**src/rtl/arya_ctrl_pkg.sv**
```systemverilog
// rtl/arya_ctrl_pkg.sv - issue controller state encoding, widths and write-back entry type
package arya_ctrl_pkg;

  typedef enum logic [1:0] {
    ST_RUN    = 2'd0,
    ST_DRAIN  = 2'd1,
    ST_HALTED = 2'd2
  } state_t;

  localparam int STALL_CNT_WIDTH   = 16;
  // Entries carry the widest supported register address; narrower files zero-extend.
  localparam int WB_ADDR_MAX_WIDTH = 8;

  typedef struct packed {
    logic                         valid;
    logic [WB_ADDR_MAX_WIDTH-1:0] addr;
  } wb_entry_t;

  function automatic logic [STALL_CNT_WIDTH-1:0] sat_inc(input logic [STALL_CNT_WIDTH-1:0] v);
    return (&v) ? v : v + STALL_CNT_WIDTH'(1);
  endfunction

endpackage

```
**src/rtl/wb_delay_line.sv**
```systemverilog
// rtl/wb_delay_line.sv - fixed-latency shift register of {valid, addr} feeding the regfile write strobe
module wb_delay_line
  import arya_ctrl_pkg::*;
#(
  parameter int ADDR_W = 5,
  parameter int DEPTH  = 3
) (
  input  logic              clk,
  input  logic              reset,
  input  logic              i_push_valid,
  input  logic [ADDR_W-1:0] i_push_addr,
  output logic              o_wb_en,
  output logic [ADDR_W-1:0] o_wb_addr,
  output logic              o_empty
);

  wb_entry_t r_stage [DEPTH];
  wb_entry_t w_push;
  logic      w_unused_addr_hi;

  always_comb begin
    w_push       = '0;
    w_push.valid = i_push_valid;
    w_push.addr  = WB_ADDR_MAX_WIDTH'(i_push_addr);
  end

  always_ff @(posedge clk) begin
    if (reset) begin
      for (int i = 0; i < DEPTH; i++) begin
        r_stage[i] <= '0;
      end
    end else begin
      r_stage[0] <= w_push;
      for (int i = 1; i < DEPTH; i++) begin
        r_stage[i] <= r_stage[i-1];
      end
    end
  end

  // The last stage is the registered write-back output.
  assign o_wb_en          = r_stage[DEPTH-1].valid;
  assign o_wb_addr        = r_stage[DEPTH-1].addr[ADDR_W-1:0];
  assign w_unused_addr_hi = ^r_stage[DEPTH-1].addr;

  always_comb begin
    o_empty = 1'b1;
    for (int i = 0; i < DEPTH; i++) begin
      if (r_stage[i].valid) begin
        o_empty = 1'b0;
      end
    end
  end

endmodule

```
**src/rtl/issue_scoreboard.sv**
```systemverilog
// rtl/issue_scoreboard.sv - RAW/WAW issue scoreboard with delayed write-back and drain/halt
// Optional ISSUE_BYPASS_EN: write-back-cycle bypass with fwd_r1_out/fwd_r2_out.
module issue_scoreboard
  import arya_ctrl_pkg::*;
#(
  parameter int  REGFILE_ADDR_WIDTH = 5,
  parameter int  INST_ADDR_WIDTH    = 9,
  parameter int  WB_LATENCY         = 3,
  localparam int NUM_REGS           = 2 ** REGFILE_ADDR_WIDTH
) (
  input  logic                          clk,
  input  logic                          reset,
  input  logic                          dec_valid_in,
  input  logic [REGFILE_ADDR_WIDTH-1:0] R1_addr_in,
  input  logic [REGFILE_ADDR_WIDTH-1:0] R2_addr_in,
  input  logic [REGFILE_ADDR_WIDTH-1:0] WR_addr_in,
  input  logic                          WR_en_in,
  input  logic                          imm_sel_in,
  input  logic [INST_ADDR_WIDTH-1:0]    pc_in,
  input  logic                          drain_in,
  output logic                          issue_out,
  output logic                          stall_out,
  output logic [INST_ADDR_WIDTH-1:0]    pc_hold_out,
  output logic                          wb_en_out,
  output logic [REGFILE_ADDR_WIDTH-1:0] wb_addr_out,
  output logic [NUM_REGS-1:0]           busy_vec_out,
  output logic                          drained_out,
`ifdef ISSUE_BYPASS_EN
  output logic                          fwd_r1_out,
  output logic                          fwd_r2_out,
`endif
  output logic [STALL_CNT_WIDTH-1:0]    stall_cnt_out
);

  state_t                      r_state;
  logic                        r_drained;
  logic [NUM_REGS-1:0]         r_busy;
  logic [INST_ADDR_WIDTH-1:0]  r_pc_hold;
  logic [STALL_CNT_WIDTH-1:0]  r_stall_cnt;

  logic                          w_wb_en;
  logic [REGFILE_ADDR_WIDTH-1:0] w_wb_addr;
  logic                          w_dl_empty;
  logic [NUM_REGS-1:0]           w_busy_eff;
  logic [NUM_REGS-1:0]           w_set;
  logic [NUM_REGS-1:0]           w_clr;
  logic                          w_haz;
  logic                          w_issue;
  logic                          w_stall;
  logic                          w_push_valid;
  logic                          w_quiet;

  wb_delay_line #(
    .ADDR_W (REGFILE_ADDR_WIDTH),
    .DEPTH  (WB_LATENCY)
  ) u_wb_delay (
    .clk          (clk),
    .reset        (reset),
    .i_push_valid (w_push_valid),
    .i_push_addr  (WR_addr_in),
    .o_wb_en      (w_wb_en),
    .o_wb_addr    (w_wb_addr),
    .o_empty      (w_dl_empty)
  );

  assign w_clr = NUM_REGS'(w_wb_en) << w_wb_addr;
  assign w_set = NUM_REGS'(w_push_valid) << WR_addr_in;

`ifdef ISSUE_BYPASS_EN
  // The register being written back this cycle is readable from the write-back bus.
  assign w_busy_eff = r_busy & ~w_clr;
  assign fwd_r1_out = w_issue & w_wb_en & (w_wb_addr == R1_addr_in);
  assign fwd_r2_out = w_issue & w_wb_en & ~imm_sel_in & (w_wb_addr == R2_addr_in);
`else
  assign w_busy_eff = r_busy;
`endif

  assign w_haz = w_busy_eff[R1_addr_in]
               | (~imm_sel_in & w_busy_eff[R2_addr_in])
               | (WR_en_in & w_busy_eff[WR_addr_in]);

  // A raised drain blocks issue in the same cycle, before the state has moved.
  assign w_issue      = ~reset & dec_valid_in & (r_state == ST_RUN) & ~drain_in & ~w_haz;
  assign w_stall      = ~reset & dec_valid_in & ~w_issue;
  assign w_push_valid = w_issue & WR_en_in;
  assign w_quiet      = w_dl_empty & (r_busy == '0);

  always_ff @(posedge clk) begin
    if (reset) begin
      r_state   <= ST_RUN;
      r_drained <= 1'b0;
    end else begin
      case (r_state)
        ST_RUN: begin
          if (drain_in) begin
            r_state <= ST_DRAIN;
          end
        end
        ST_DRAIN: begin
          if (!drain_in) begin
            r_state <= ST_RUN;
          end else if (w_quiet) begin
            r_state   <= ST_HALTED;
            r_drained <= 1'b1;
          end
        end
        ST_HALTED: begin
          if (!drain_in) begin
            r_state   <= ST_RUN;
            r_drained <= 1'b0;
          end
        end
        default: begin
          r_state   <= ST_RUN;
          r_drained <= 1'b0;
        end
      endcase
    end
  end

  // Set after clear so a same-cycle re-issue to the retiring register stays busy.
  always_ff @(posedge clk) begin
    if (reset) begin
      r_busy      <= '0;
      r_pc_hold   <= '0;
      r_stall_cnt <= '0;
    end else begin
      r_busy <= (r_busy & ~w_clr) | w_set;
      if (!w_stall) begin
        r_pc_hold <= pc_in;
      end
      if (w_stall) begin
        r_stall_cnt <= sat_inc(r_stall_cnt);
      end
    end
  end

  assign issue_out     = w_issue;
  assign stall_out     = w_stall;
  assign pc_hold_out   = r_pc_hold;
  assign wb_en_out     = w_wb_en;
  assign wb_addr_out   = w_wb_addr;
  assign busy_vec_out  = r_busy;
  assign drained_out   = r_drained;
  assign stall_cnt_out = r_stall_cnt;

endmodule

```
**config.mk**
```make
export PLATFORM = sky130hd
export DESIGN_NAME = issue_scoreboard
export DESIGN_NICKNAME = d
export VERILOG_FILES = /design/src/rtl/arya_ctrl_pkg.sv /design/src/rtl/wb_delay_line.sv /design/src/rtl/issue_scoreboard.sv
export SDC_FILE = /design/constraint.sdc
export NUM_CORES = 1
export LEC_CHECK = 0
export ABC_AREA = 1
export CAP_MARGIN = 20
export CELL_PAD_IN_SITES_DETAIL_PLACEMENT = 1
export CELL_PAD_IN_SITES_GLOBAL_PLACEMENT = 1
export CORE_MARGIN = 2
export CORE_UTILIZATION = 32
export DETAILED_ROUTE_END_ITERATION = 8
export GPL_ROUTABILITY_DRIVEN = 0
export HOLD_SLACK_MARGIN = 0.06
export PLACE_DENSITY_LB_ADDON = 0.1
export SLEW_MARGIN = 25
export SYNTH_ARGS = -nofsm -noshare
export SYNTH_HDL_FRONTEND = slang
export SYNTH_SLANG_ARGS = --single-unit
```
**constraint.sdc**
```tcl
create_clock -name clk -period 1.7 [get_ports clk]
set_input_delay 0.17 -clock clk [delete_from_list [all_inputs] [get_ports clk]]
set_output_delay 0.17 -clock clk [all_outputs]
set_load 0.05 [all_outputs]
```
met2.png
Bar = 20 µm.
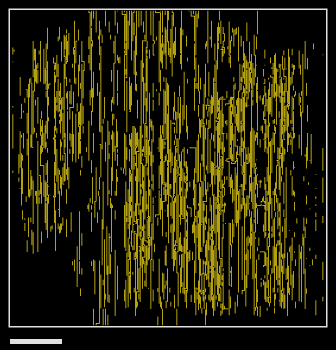
776 nets have wire on it. The layer holds 50% of the routed length. The wires run mostly vertical. The layer carries 9,440 µm of wire.
WL final: 19.0 mm
Vias: 5,436
met2 GRT Util: 44.1%

==> Changelog: implementation <==
## Implementation

* Fin worst setup slack at -0.438 ns
* Violated checks: setup timing
* Post-synth top area cell: sky130_fd_sc_hd__dfxtp_1
* Yosys simple share at 35.4%
* Post-synth regs at 78
* EDFF count, synth at 0
* Inserted tap cell count at 180
* Number of nets with antenna violations after routing at 0
* Cell Count, Final, Fillers Out at 1,030
* Setup Viol. Count Final at 61
* Xor-xnor portion of the synthesized cell area at 1.95%
* Length of the first detailed-routing pass in iterations at 5
* I/O pin count at 96
* Post-route total power at 4.50 mW
* Worst setup slack for register-to-register paths at -0.34 ns
* CORE AREA at 13,800 µm²
* Number of pins with negative max-slew slack in the final report at 0
* Crit-path cells: nand2_2 -> nand3_2 -> a21oi_2 -> o21bai_1 -> nor2_2 -> nor2_4 -> nor2_4 -> nand2_4 -> nand2_8 -> inv_8 -> buf_6 -> buf_12
* Synthesis area per yosys at 4480 µm²
* Largest cells by area: sky130_fd_sc_hd__dfxtp_1 (35%), sky130_fd_sc_hd__nand2_1 (11%), sky130_fd_sc_hd__nand3_1 (8.5%)
* Run status: complete, but fails checks
* Crit path largest cell delay at 0.40 ns
* Critical path arrival at 1.97 ns
* Clock tree sinks at 78
* Number of resized instances in the post-cts repair step at 59
* Pre-CTS setup slack at -0.842 ns
final_congestion.png
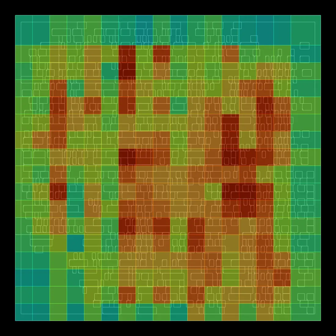
DR WL/cell: 18.4 µm
final cell utilization of the core: 50.5%
global-route met3 utilization: 3.30%
routing layer with the top usage in global route: met2

## registers in the layout, summed over array words and instances, names as in the netlist
register            count
r_state                 2
busy_vec_out           32
stall_cnt_out          16
u_wb_delay.r_stage     18
pc_hold_out             9
drained_out             1
## layout by cell type (no fill, tap or decap), types with 7 or more instances in the layout
cell,netlist,routed
sky130_fd_sc_hd__dfxtp_4,0,39
sky130_fd_sc_hd__clkdlybuf4s50_1,0,34
sky130_fd_sc_hd__dfxtp_1,78,36
sky130_fd_sc_hd__o21ai_0,67,48
sky130_fd_sc_hd__buf_4,10,145
sky130_fd_sc_hd__nand2_1,137,126
sky130_fd_sc_hd__nor4_1,13,10
sky130_fd_sc_hd__xor2_1,7,7
sky130_fd_sc_hd__o21ai_1,10,25
sky130_fd_sc_hd__nand2_2,8,19
sky130_fd_sc_hd__nand4_1,35,35
sky130_fd_sc_hd__inv_2,1,12
sky130_fd_sc_hd__a21oi_1,42,28
sky130_fd_sc_hd__buf_6,3,10
sky130_fd_sc_hd__nor2_1,39,35
sky130_fd_sc_hd__nand3_2,2,8
sky130_fd_sc_hd__nand3_1,76,70
sky130_fd_sc_hd__a21oi_2,11,24
sky130_fd_sc_hd__inv_1,71,55
sky130_fd_sc_hd__clkbuf_16,0,9
## worst max-delay path: cells and delay by family, from the launching register on
kind / cells / cell delay, ns
flip-flops: 1 / 0.40
AND/OR/NAND/NOR: 7 / 0.71
buffers and inverters: 3 / 0.28
AND-OR/OR-AND: 2 / 0.25
## power by group
part	switching (mW)	total (mW)	internal (mW)
clock	0.791	1.93	1.14
combinational	0.451	0.739	0.288
sequential	0.0260	1.83	1.81
total	1.27	4.50	3.24
Power is estimated from default activity; no workload was simulated.
